==> run_1/m1.png <==
Scale bar: 20 µm.
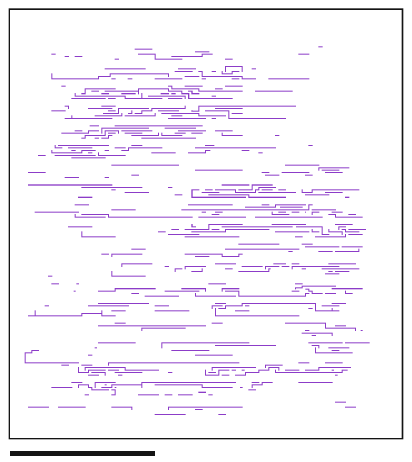
==> run_1/m2.png <==
Scale bar: 20 µm.
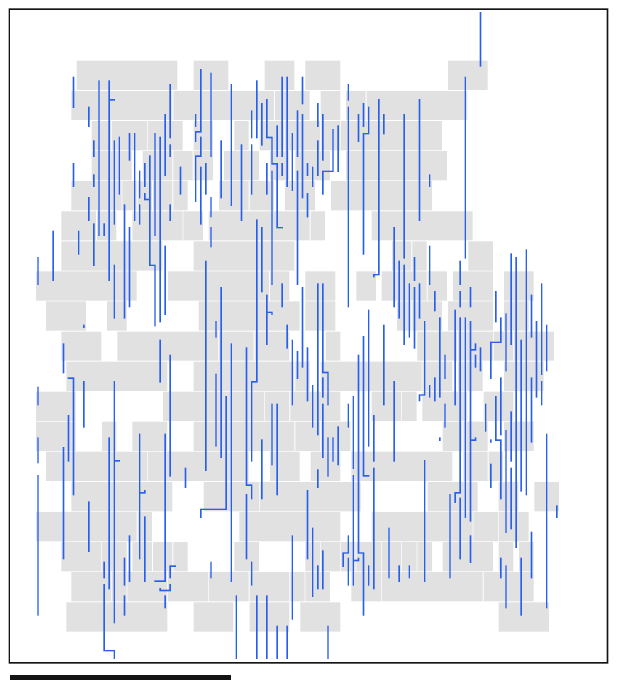
==> run_1/m3.png <==
Scale bar: 20 µm.
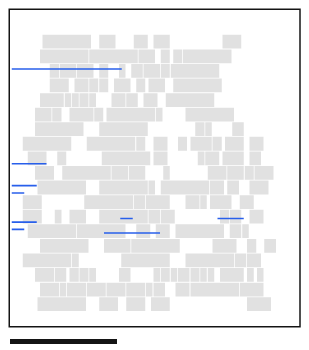
==> run_1/util_map.png <==
The die is cut into 11 by 12 equal tiles; white is low, dark blue is high, 0 to 100% covered.
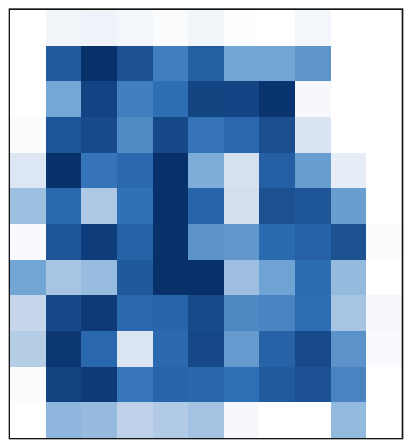
[src/rtl/hs_rr_arbiter.sv]
// Round-robin arbiter multiplexing N_REQ asynchronous 4-phase requesters onto one
// downstream 4-phase channel, with input synchronisers and a sticky ack-wait timeout.
module hs_rr_arbiter #(
  parameter int N_REQ       = 3,
  parameter int SYNC_STAGES = 2,
  parameter int TIMEOUT     = 255,
  localparam int GW = $clog2(N_REQ),
  localparam int CW = $clog2(TIMEOUT + 1)
) (
  input  logic             clk_i,
  input  logic             rst_i,
  input  logic [N_REQ-1:0] req_in_i,
  output logic [N_REQ-1:0] ack_in_o,
  output logic             req_out_o,
  input  logic             ack_out_i,
  output logic [GW-1:0]    grant_o,
  output logic             busy_o,
  output logic             timeout_o
);

  typedef enum logic [1:0] {IDLE, WAIT_ACK_HI, WAIT_REQ_LO, WAIT_ACK_LO} state_t;

  logic [SYNC_STAGES-1:0][N_REQ-1:0] r_req_sync;
  logic [SYNC_STAGES-1:0]            r_ack_sync;
  logic [N_REQ-1:0]                  w_req_s;
  logic                              w_ack_s;

  state_t           r_state, w_state_nx;
  logic             r_req_out, w_req_out_nx;
  logic [N_REQ-1:0] r_ack_in, w_ack_in_nx;
  logic [GW-1:0]    r_grant, w_grant_nx;
  logic [GW-1:0]    r_ptr, w_ptr_nx;
  logic [CW-1:0]    r_cnt;
  logic             r_timeout;
  logic             w_found;
  logic [GW-1:0]    w_g;
  logic             w_wait, w_wait_entry;

  assign w_req_s = r_req_sync[SYNC_STAGES-1];
  assign w_ack_s = r_ack_sync[SYNC_STAGES-1];

  always_ff @(posedge clk_i or posedge rst_i) begin
    if (rst_i) begin
      r_req_sync <= '0;
      r_ack_sync <= '0;
    end else begin
      r_req_sync <= {r_req_sync[SYNC_STAGES-2:0], req_in_i};
      r_ack_sync <= {r_ack_sync[SYNC_STAGES-2:0], ack_out_i};
    end
  end

  // First pending request at or after the pointer, wrapping around.
  always_comb begin
    int idx;
    w_found = 1'b0;
    w_g     = '0;
    for (int i = 0; i < N_REQ; i++) begin
      idx = int'(r_ptr) + i;
      if (idx >= N_REQ) idx = idx - N_REQ;
      if (!w_found && w_req_s[idx]) begin
        w_found = 1'b1;
        w_g     = GW'(idx);
      end
    end
  end

  always_comb begin
    w_state_nx   = r_state;
    w_req_out_nx = r_req_out;
    w_ack_in_nx  = r_ack_in;
    w_grant_nx   = r_grant;
    w_ptr_nx     = r_ptr;
    case (r_state)
      // A still-high downstream ack (e.g. after reset mid-handshake) blocks new grants.
      IDLE: if (w_found && !w_ack_s) begin
        w_grant_nx   = w_g;
        w_req_out_nx = 1'b1;
        w_state_nx   = WAIT_ACK_HI;
      end
      WAIT_ACK_HI: if (w_ack_s) begin
        w_ack_in_nx = N_REQ'(1) << r_grant;
        w_state_nx  = WAIT_REQ_LO;
      end
      WAIT_REQ_LO: if (!w_req_s[r_grant]) begin
        w_req_out_nx = 1'b0;
        w_state_nx   = WAIT_ACK_LO;
      end
      WAIT_ACK_LO: if (!w_ack_s) begin
        w_ack_in_nx = '0;
        w_ptr_nx    = (r_grant == GW'(N_REQ - 1)) ? '0 : r_grant + 1'b1;
        w_state_nx  = IDLE;
      end
      default: w_state_nx = IDLE;
    endcase
  end

  assign w_wait       = (r_state == WAIT_ACK_HI) || (r_state == WAIT_ACK_LO);
  assign w_wait_entry = (w_state_nx != r_state) &&
                        ((w_state_nx == WAIT_ACK_HI) || (w_state_nx == WAIT_ACK_LO));

  always_ff @(posedge clk_i or posedge rst_i) begin
    if (rst_i) begin
      r_state   <= IDLE;
      r_req_out <= 1'b0;
      r_ack_in  <= '0;
      r_grant   <= '0;
      r_ptr     <= '0;
      r_cnt     <= '0;
      r_timeout <= 1'b0;
    end else begin
      r_state   <= w_state_nx;
      r_req_out <= w_req_out_nx;
      r_ack_in  <= w_ack_in_nx;
      r_grant   <= w_grant_nx;
      r_ptr     <= w_ptr_nx;
      if (w_wait_entry)
        r_cnt <= '0;
      else if (w_wait && r_cnt != CW'(TIMEOUT))
        r_cnt <= r_cnt + 1'b1;
      // Flag only; the handshake keeps waiting for the late ack.
      if (w_wait && r_cnt == CW'(TIMEOUT))
        r_timeout <= 1'b1;
    end
  end

  assign req_out_o = r_req_out;
  assign ack_in_o  = r_ack_in;
  assign grant_o   = r_grant;
  assign busy_o    = (r_state != IDLE);
  assign timeout_o = r_timeout;

endmodule

[config.mk]
export PLATFORM = sky130hd
export DESIGN_NAME = hs_rr_arbiter
export DESIGN_NICKNAME = d
export VERILOG_FILES = /design/src/rtl/hs_rr_arbiter.sv
export SDC_FILE = /design/constraint.sdc
export NUM_CORES = 1
export LEC_CHECK = 0
export CORE_ASPECT_RATIO = 1.1
export CORE_MARGIN = 2
export CORE_UTILIZATION = 51
export CTS_BUF_LIST = sky130_fd_sc_hd__clkbuf_16
export CTS_CLUSTER_SIZE = 12
export DETAILED_ROUTE_END_ITERATION = 12
export GPL_TIMING_DRIVEN = 0
export PLACE_DENSITY = 0.73
export SLEW_MARGIN = 10
export SYNTH_ARGS = -nofsm -noshare
export SYNTH_HDL_FRONTEND = slang
export SYNTH_SLANG_ARGS = --single-unit
[constraint.sdc]
create_clock -name clk_i -period 5.6 [get_ports clk_i]
set_clock_uncertainty 0.05 [all_clocks]
set_input_delay 0.56 -clock clk_i [delete_from_list [all_inputs] [get_ports clk_i]]
set_output_delay 0.56 -clock clk_i [all_outputs]
set_load 0.02 [all_outputs]
==> impl_metrics.env, run 1 <==
# implementation run metrics
export IMPL_irDropWorstVdd_mv=0.327
export IMPL_chipArea_mm2=0.00318
export IMPL_status="finished clean"
export IMPL_wl_per_cell_um=14.7
export IMPL_rr_endpoint="r_cnt[0]"
export IMPL_top_layer="met4"
export IMPL_power_density_mw_per_mm2=515
export IMPL_ys_cells=133
export IMPL_layout_area_overhead_vs_synth_pct=17.7
export IMPL_dr_pass1_iters=4
export IMPL_die_h_um=59.0
export IMPL_cts_buffers=3
export IMPL_drc_errors=0
export IMPL_leakagePower_uw=0.000716
export IMPL_setup_tns_ns=0
export IMPL_crit_required_ns=4.99
export IMPL_syn_area_mm2=0.00140
export IMPL_route_met3_wl_um=56
export IMPL_viasPerCell=5.85
export IMPL_core_mm2=0.00254
export IMPL_place_congestion=0.780
export IMPL_drive_gt1_share_pct=8.67
export IMPL_h_tree_depth=1
export IMPL_rrSetupSlack_ns=3.51
export IMPL_tightestPinTransition_ns=0.960
export IMPL_synth_seq_cells=27
export IMPL_syn_avg_cell_area_um2=10.5
export IMPL_antenna_found_initial=0
export IMPL_place_hpwl_um=1940
export IMPL_clk_pin_slew_ns=0.06
export IMPL_fp_dieW_um=54.0
export IMPL_hold_violations=0
export IMPL_ant_nets=0
export IMPL_report_final_setup_viol=0
export IMPL_hp_class="reg2reg"
export IMPL_synth_seq_share_pct=48.3
export IMPL_cts_root_buf="clkbuf_16"
export IMPL_hold_slack_ns=0.300
export IMPL_met1Wirelength_um=1240
export IMPL_grt_max_degree=28
export IMPL_yosysUniqueCellTypes=40
export IMPL_grt_setup_unrepaired="false"
export IMPL_ff_type="dfrtp_1"
export IMPL_cp_startpoint="r_state[0]"
export IMPL_cts_resized_gates=0
export IMPL_fp_util_pct=55.0
export IMPL_met2WireLength_um=1330
About m1.png:
nets with wire on the layer = 144
share of all routed wire = 47%
main direction = horizontal
longest straight run = 17.9 µm
wire length on this layer = 1240 µm

About m2.png:
longest straight run = 26.2 µm
nets with wire on the layer = 136
main direction = vertical
wire length on this layer = 1330 µm

About m3.png:
main direction = horizontal
share of all routed wire = 2.1%
longest straight run = 20.2 µm
wire length on this layer = 56.1 µm
nets with wire on the layer = 8

About util_map.png:
densest ninth of the die = middle
nearly empty tiles = 17%
fullest tile = 100%
tiles over 75% full = 39%
mean over tiles = 51%
emptiest ninth of the die = top right

==> run 1: routing by layer <==
metal | up-vias | GRT usage [%]
met5 | - | 0
met2 | 10 | 32.4
met1 | 531 | 25.5
li1 | 515 | -
met3 | 2 | 3.81
met4 | 0 | 7.69
==> run 1: cell type report <==
class                   instances  area (µm²)  share of cell area (%)
well taps                      31        38.8                    2.35
clock inverters                 1        3.75                   0.228
multi-input cells              96         681                    41.3
flip-flops and latches         27         676                    41.0
plain buffers                   3        17.5                    1.06
inverters                       7        26.3                    1.59
clock buffers                   3        75.1                    4.56
repair buffers                 13         130                    7.90
==> run 1: per-stage QoR <==
stage | total power, µW | worst slack [ns] | instances | cell area (µm²) | util [%]
2_1_floorplan | 581 | 3.81 | 133 | 1400 | -
3_3_place_gp | 673 | 3.61 | 177 | 1570 | 61.7
3_5_place_dp | 694 | 3.53 | 177 | 1570 | 61.7
4_1_cts | 854 | 3.32 | 181 | 1650 | 64.8
5_1_grt | 913 | 3.29 | 181 | 1650 | 64.8
6_report | 849 | 3.34 | 181 | 1650 | 64.8
==> run 1: logic make-up (layout without fill, tap and decap cells) <==
| group | count (synthesis) | after routing | share of synthesized area, % |
|---|---|---|---|
| adder cells (fa/ha/maj) | 5 | 5 | 4.47 |
| AND/OR/NAND/NOR | 41 | 41 | 17.2 |
| AND-OR/OR-AND | 37 | 37 | 18.1 |
| multiplexers | 5 | 5 | 3.84 |
| buffers and inverters | 10 | 27 | 3.13 |
| flip-flops | 27 | 27 | 48.3 |
| XOR/XNOR | 8 | 8 | 5.00 |
==> run 1: layout by cell type (no fill, tap or decap), drive strengths merged, types with 3 or more instances in the layout <==
cell	n
a211oi	4
a21oi	12
buf	3
clkbuf	3
clkdlybuf4s50	13
dfrtp	27
ha	5
inv	8
mux2i	5
nand2	10
nand2b	3
nand3	3
nor2	4
nor2b	4
nor3	3
o211ai	3
o21ai	3
o22ai	4
o31ai	3
xnor2	4
xor2	4
==> run 1: synth_stat cells (3+ instances only) <==
master,n,area (µm²)
nand2_1,10,37.5
ha_1,5,62.6
o22ai_1,4,25.0
o211ai_1,3,22.5
o21ai_0,3,15.0
a21oi_1,12,60.1
mux2i_1,4,40.0
nor3_1,3,15.0
dfrtp_1,27,676
inv_1,7,26.3
xor2_1,4,35.0
nor2b_1,4,25.0
nor2_1,4,15.0
nand2b_1,3,18.8
o31ai_1,3,22.5
nand3_1,3,15.0
xnor2_1,4,35.0
a211oi_1,3,22.5
==> run 1: power breakdown <==
group          internal [µW]  switching, µW
combinational            176            229
clock                   95.4           61.1
sequential               242           45.6
==> run 1: critical path: stages, from the launching register on <==
cell and delay, ns:
dfrtp_1 0.37, buf_2 0.19, or2_2 0.30, clkdlybuf4s50_1 0.54
==> run 1: registers in the layout, summed over array words and instances (netlist names) <==
name        cells
r_cnt           8
r_req_sync      3
grant_o         2
timeout_o       1
r_ptr           2
r_ack_sync      2
req_out_o       1
r_state         2
w_req_s         3
ack_in_o        3
==> run 2, diff against run 1 <==
Clock period 5.6 ns to 2.1 ns, I/O delays scaled along.
==> run_2/m3.png <==
Scale bar: 20 µm.
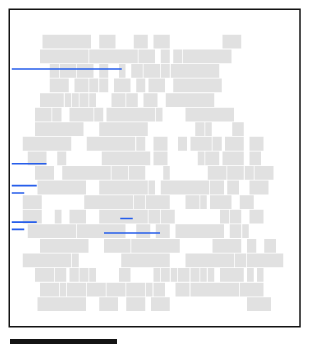
main direction = horizontal
nets with wire on the layer = 7
share of all routed wire = 1.9%
longest straight run = 20.2 µm

==> run 2 against run 1 <==
Combinational power increased to 2.7 times the previous value. Global-route usage is the same. Synthesized cell count stayed put. Total power increased to 2.7 times the previous value. Final cell count stayed put. Critical endpoint is now grant_o[0].
==> impl_metrics.env, run 2 <==
# implementation run metrics
export IMPL_status="finished clean"
export IMPL_path_cells="inv_1, ha_2, mux2i_1, o22ai_1, o31ai_1, a211oi_1"
export IMPL_grt_setup_unrepaired="false"
export IMPL_setup_ws_ns=0.137
export IMPL_max_stage_delay_ns=0.40
export IMPL_fp_util_pct=55.0
export IMPL_synth_seq_cells=27
export IMPL_regMostFlops="r_cnt"
export IMPL_antenna_found_initial=0
export IMPL_tightestPinTransition_ns=0.960
export IMPL_syn_avg_cell_area_um2=10.5
export IMPL_topCellsByArea="dfrtp_1, ha_1, a21oi_1"
export IMPL_place_ws_ns=0.0269
export IMPL_slowest_stage="dfrtp_1"
export IMPL_wl_per_cell_um=14.7
export IMPL_hp_class="reg2reg"
export IMPL_crit_buf_inv=1
export IMPL_comb_area_um2=694
export IMPL_power_density_mw_per_mm2=1380
export IMPL_layout_area_overhead_vs_synth_pct=18.7
export IMPL_crit_family="AND-OR/OR-AND gates"
export IMPL_cts_root_buf="clkbuf_16"
export IMPL_irDropWorstVdd_mv=0.873
export IMPL_top_layer="met4"
export IMPL_largest_register_ffs=8
export IMPL_top_cell="dfrtp_1"
export IMPL_place_hpwl_um=1940
export IMPL_clk_pin_slew_ns=0.06
export IMPL_fillers=204
export IMPL_route_met3_wl_um=51
export IMPL_place_congestion=0.780
export IMPL_synthDominantCellAreaShare_pct=48.3
export IMPL_core_mm2=0.00254
export IMPL_yosysUniqueCellTypes=40
export IMPL_grt_max_degree=28
export IMPL_synth_seq_share_pct=48.3
export IMPL_leakagePower_uw=0.000719
export IMPL_syn_area_mm2=0.00140
export IMPL_met1Wirelength_um=1250
export IMPL_chipArea_mm2=0.00318
export IMPL_ff_type="dfrtp_1"
export IMPL_h_tree_depth=1
export IMPL_dr_pass1_iters=4
export IMPL_drive_gt1_share_pct=10.0
export IMPL_report_final_setup_viol=0
export IMPL_synthTopCellsByCount="dfrtp_1, a21oi_1, nand2_1"
export IMPL_hold_violations=0
export IMPL_regArea_um2=676
export IMPL_viasPerCell=5.82
export IMPL_cts_buffers=3
export IMPL_largest_area_cell="dfrtp_1"
export IMPL_crit_required_ns=2.17
export IMPL_met2WireLength_um=1330
## run 2: cell counts in the layout (fill, tap and decap cells not counted)
Identical to the previous run, type by type.
## run 2: report_power, final
part | internal (µW) | switching [µW] | total, µW
Sequential | 646 | 122 | 768
Clock | 254 | 163 | 417
Combinational | 483 | 622 | 1100
## run 2: per-layer routing
metal,vias up,global-route usage (%)
met1,528,25.5
met2,8,32.4
met4,0,7.69
met5,-,0
li1,516,-
met3,2,3.81
## run 2: final timing paths
path / start / to / slack, ns / cells after the start
setup / recovery: r_ptr[0] / grant_o[0] / 0.14 / 6
hold / removal: r_req_sync[1] / w_req_s[1] / 0.30 / 0
setup reg to reg: r_ptr[0] / grant_o[0] / 0.14 / 6
hold reg to reg: r_req_sync[1] / w_req_s[1] / 0.30 / 0
max in group asynchronous: rst_i / r_cnt[3] / 0.97 / 2
min in group asynchronous: rst_i / r_req_sync[2] / 0.44 / 2
## run 2: cells by family after synthesis
logic type | share of synthesized area (%)
muxes | 3.84
buffers and inverters | 3.13
DFF | 48.3
AOI/OAI and AO/OA | 18.1
adders and majority gates | 4.47
xor gates and xnor gates | 5.00
and+or+nand+nor | 17.2
## run 2: timing repair
| item | 4_1_cts | 5_1_grt |
|---|---|---|
| gates resized | 0 | 3 |
| endpoints found under the hold margin | 0 | 0 |
| buffers inserted | 0 | 0 |
| endpoints found under the setup margin | 0 | 9 |
## run 2: cell type report
cell class                 instances  share of cell area [%]
inverter                           7                    1.58
clock buffer                       3                    4.52
sequential                        27                    40.7
clock inverter                     1                   0.226
timing repair buffer              13                    7.83
buffer                             3                    1.05
tap                               31                    2.33
multi-input combinational         96                    41.8
## run 2: worst reg2reg max path: cells and delay by family (launching register included)
kind            cells  cell delay (ns)
flops               1             0.40
compound gates      3             0.67
fa+ha+maj           1             0.39
buf+inv             1             0.08
mux                 1             0.24
## run 2: per-stage QoR
step / util [%] / area (µm²) / hold WS [ns] / total power (µW) / cells
floorplan: - / 1400 / 0.191 / 1550 / 133
global placement: 61.7 / 1570 / 0.283 / 1790 / 177
detailed placement: 61.7 / 1570 / 0.286 / 1850 / 177
CTS: 64.8 / 1650 / 0.301 / 2280 / 181
global route: 65.3 / 1660 / 0.306 / 2460 / 181
finish: 65.3 / 1660 / 0.300 / 2290 / 181
==> run 3, diff against run 2 <==
Settings changed: PLACE_DENSITY 0.73 to 0.85.
==> run 3 against run 2 <==
Hold slack better by 0.0030 ns. Combinational power about the same. Via count rose by 3.6%. Core utilization grew 0.20 points. Non-clock buffer count unchanged. Sequential share of layout area decreased by 0.12 points. Final cell count is the same. Register-to-register slack improved by 0.02 ns. Global-route usage is 1.1 points higher.
==> impl_metrics.env, run 3 <==
# implementation run metrics
export IMPL_status="finished clean"
export IMPL_worst_r2r_path_depth=7
export IMPL_ant_nets=0
export IMPL_muxShareOfSynthArea_pct=3.84
export IMPL_lay_top_cells="dfrtp_1, clkdlybuf4s50_1, a21oi_1"
export IMPL_drv_slew=0
export IMPL_grt_use_met3_pct=2.79
export IMPL_placed_area_mm2=0.00157
export IMPL_fmax_mhz=513
export IMPL_r2r_start="r_ptr[0]"
export IMPL_synth_simple_area_share_pct=17.2
export IMPL_rrSetupSlack_ns=0.15
export IMPL_drt_initial_drc_count=34
export IMPL_comb_power_share_pct=48.5
export IMPL_leakagePower_uw=0.000718
export IMPL_grt_setup_unrepaired="false"
export IMPL_synth_seq_share_pct=48.3
export IMPL_adder_share_pct=4.47
export IMPL_layout_area_overhead_vs_synth_pct=19.0
export IMPL_power_share_clock_pct=18.1
export IMPL_top_cell="dfrtp_1"
export IMPL_insertion_delay_ns=0.26
export IMPL_io_pins=14
export IMPL_rr_endpoint="r_cnt[2]"
export IMPL_grt_max_degree=28
export IMPL_report_final_setup_viol=0
export IMPL_regMostFlops="r_cnt"
export IMPL_syn_avg_cell_area_um2=10.5
export IMPL_core_mm2=0.00254
export IMPL_fp_util_pct=55.0
export IMPL_crit_required_ns=2.23
export IMPL_fp_dieW_um=54.0
export IMPL_clk_pin_slew_ns=0.06
export IMPL_setup_ws_ns=0.152
export IMPL_place_hpwl_um=2020
export IMPL_place_ws_ns=-0.00444
export IMPL_power_internal_uw=1390
export IMPL_layout_top_cell="dfrtp_1"
export IMPL_swShare_pct=40.2
export IMPL_yosysUniqueCellTypes=40
export IMPL_ys_cells=133
export IMPL_wl_per_cell_um=15.7
export IMPL_dr_pass1_iters=4
export IMPL_utilization_pct=65.5
export IMPL_irDropWorstVdd_mv=1.00
export IMPL_top_logic_kind="AND-OR/OR-AND gates"
export IMPL_place_congestion=0.842
export IMPL_cts_root_buf="clkbuf_16"
export IMPL_power_switching_uw=931
export IMPL_hold_violations=0
export IMPL_post_route_cell_area_mm2=0.00167
export IMPL_cp_end_kind="register"
export IMPL_power_frac_seq_pct=33.4
export IMPL_busiest_layer="met2"
export IMPL_tightestPinTransition_ns=0.994
export IMPL_synth_seq_cells=27
export IMPL_fin_crit_ns=1.95
export IMPL_clockBufferDepth=2
export IMPL_drc_errors=0
export IMPL_power_density_mw_per_mm2=1390
export IMPL_drive_gt1_share_pct=10.7
export IMPL_grt_ovfl_total=0
export IMPL_h_tree_depth=1
export IMPL_ff_type="dfrtp_1"
export IMPL_syn_area_mm2=0.00140
export IMPL_topCellsByArea="dfrtp_1, ha_1, a21oi_1"
export IMPL_synthDominantCellAreaShare_pct=48.3
export IMPL_crit_end="r_cnt[2]"
export IMPL_largest_register_ffs=8
export IMPL_cp_startpoint="r_ptr[0]"
export IMPL_cts_buffers=3
export IMPL_hp_class="reg2reg"
export IMPL_synthTopCellsByCount="dfrtp_1, a21oi_1, nand2_1"
export IMPL_power_uw=2320
export IMPL_antenna_found_initial=0
export IMPL_die_h_um=59.0
export IMPL_chipArea_mm2=0.00318
export IMPL_grt_util_met1_pct=28.5
export IMPL_xor_area_share_pct=5.00
export IMPL_ys_sh_aoi_pct=18.1
export IMPL_viasPerCell=6.03
export IMPL_largest_area_cell="dfrtp_1"
export IMPL_grt_met2_usage_pct=33.6
## run 3: netlist changes by cell type in the layout (fill, tap and decap cells not counted)
cell / delta
o31ai_1: -1
o31ai_2: +1
## run 3: timing repair
action,4_1_cts,5_1_grt
buffers inserted,0,0
setup endpoints to repair,8,11
resized,1,3
## run 3: cells by family after synthesis
family          after synthesis
simple gates                 41
compound gates               37
flops                        27
buf+inv                      10
xor+xnor                      8
mux                           5
fa+ha+maj                     5
## run 3: stage by stage
step	TNS [ns]	hold slack (ns)	std cells
5_1_grt	0	0.305	181
4_1_cts	0	0.304	181
2_1_floorplan	0	0.191	133
3_3_place_gp	0	0.282	177
3_5_place_dp	-0.00776	0.286	177
6_report	0	0.303	181
## run 3: worst max-delay path: stages, from the launching register on
cell and delay [ns]:
dfrtp_1 0.39, inv_1 0.08, ha_2 0.39, mux2i_1 0.25, o22a_1 0.19, nand4bb_1 0.11
buf_2 0.19, a211oi_2 0.21
## run 3: area by class of cell
cell class	instances	area, µm²
plain buffers	3	17.5
clock buffers	3	75.1
inverters	7	26.3
fillers	186	877
repair buffers	13	130
flip-flops and latches	27	676
well taps	31	38.8
multi-input cells	96	699
clock inverters	1	3.75
## run 3: worst min-delay path by stage
stage / slack, ns / cells after the start / end / from
after global routing: 0.31 / 0 / r_ack_sync[1] / r_ack_sync[0]
after CTS: 0.30 / 0 / r_ack_sync[1] / r_ack_sync[0]
after global placement: 0.28 / 0 / w_req_s[0] / r_req_sync[0]
final: 0.30 / 0 / r_ack_sync[1] / r_ack_sync[0]
after detailed placement: 0.29 / 0 / w_req_s[1] / r_req_sync[1]
after floorplan: 0.19 / 0 / r_ack_sync[0] / ack_out_i
## run 3: per-layer routing
layer | vias up | part of all wire, %
met5 | - | 0
met4 | 0 | 0.53
met3 | 2 | 2.3
met2 | 20 | 52
met1 | 556 | 45
li1 | 514 | -
## run 3: power groups by stage
stage | Clock [µW] | Sequential [µW] | Combinational (µW)
final | 419 | 773 | 1130
after global placement | 0 | 762 | 1020
after floorplan | 0 | 797 | 751
after CTS | 418 | 771 | 1100
after global routing | 435 | 795 | 1240
after detailed placement | 0 | 776 | 1090
==> run_3/m3.png <==
Scale bar: 20 µm.
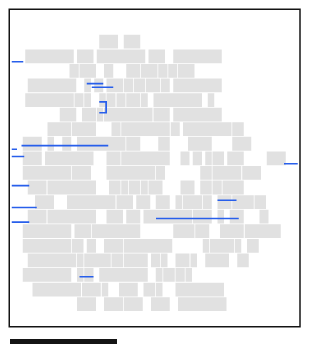
nets with wire on the layer = 13
main direction = horizontal
wire length on this layer = 64.6 µm

No activity file was given, so power comes from the tool's default toggle rates.
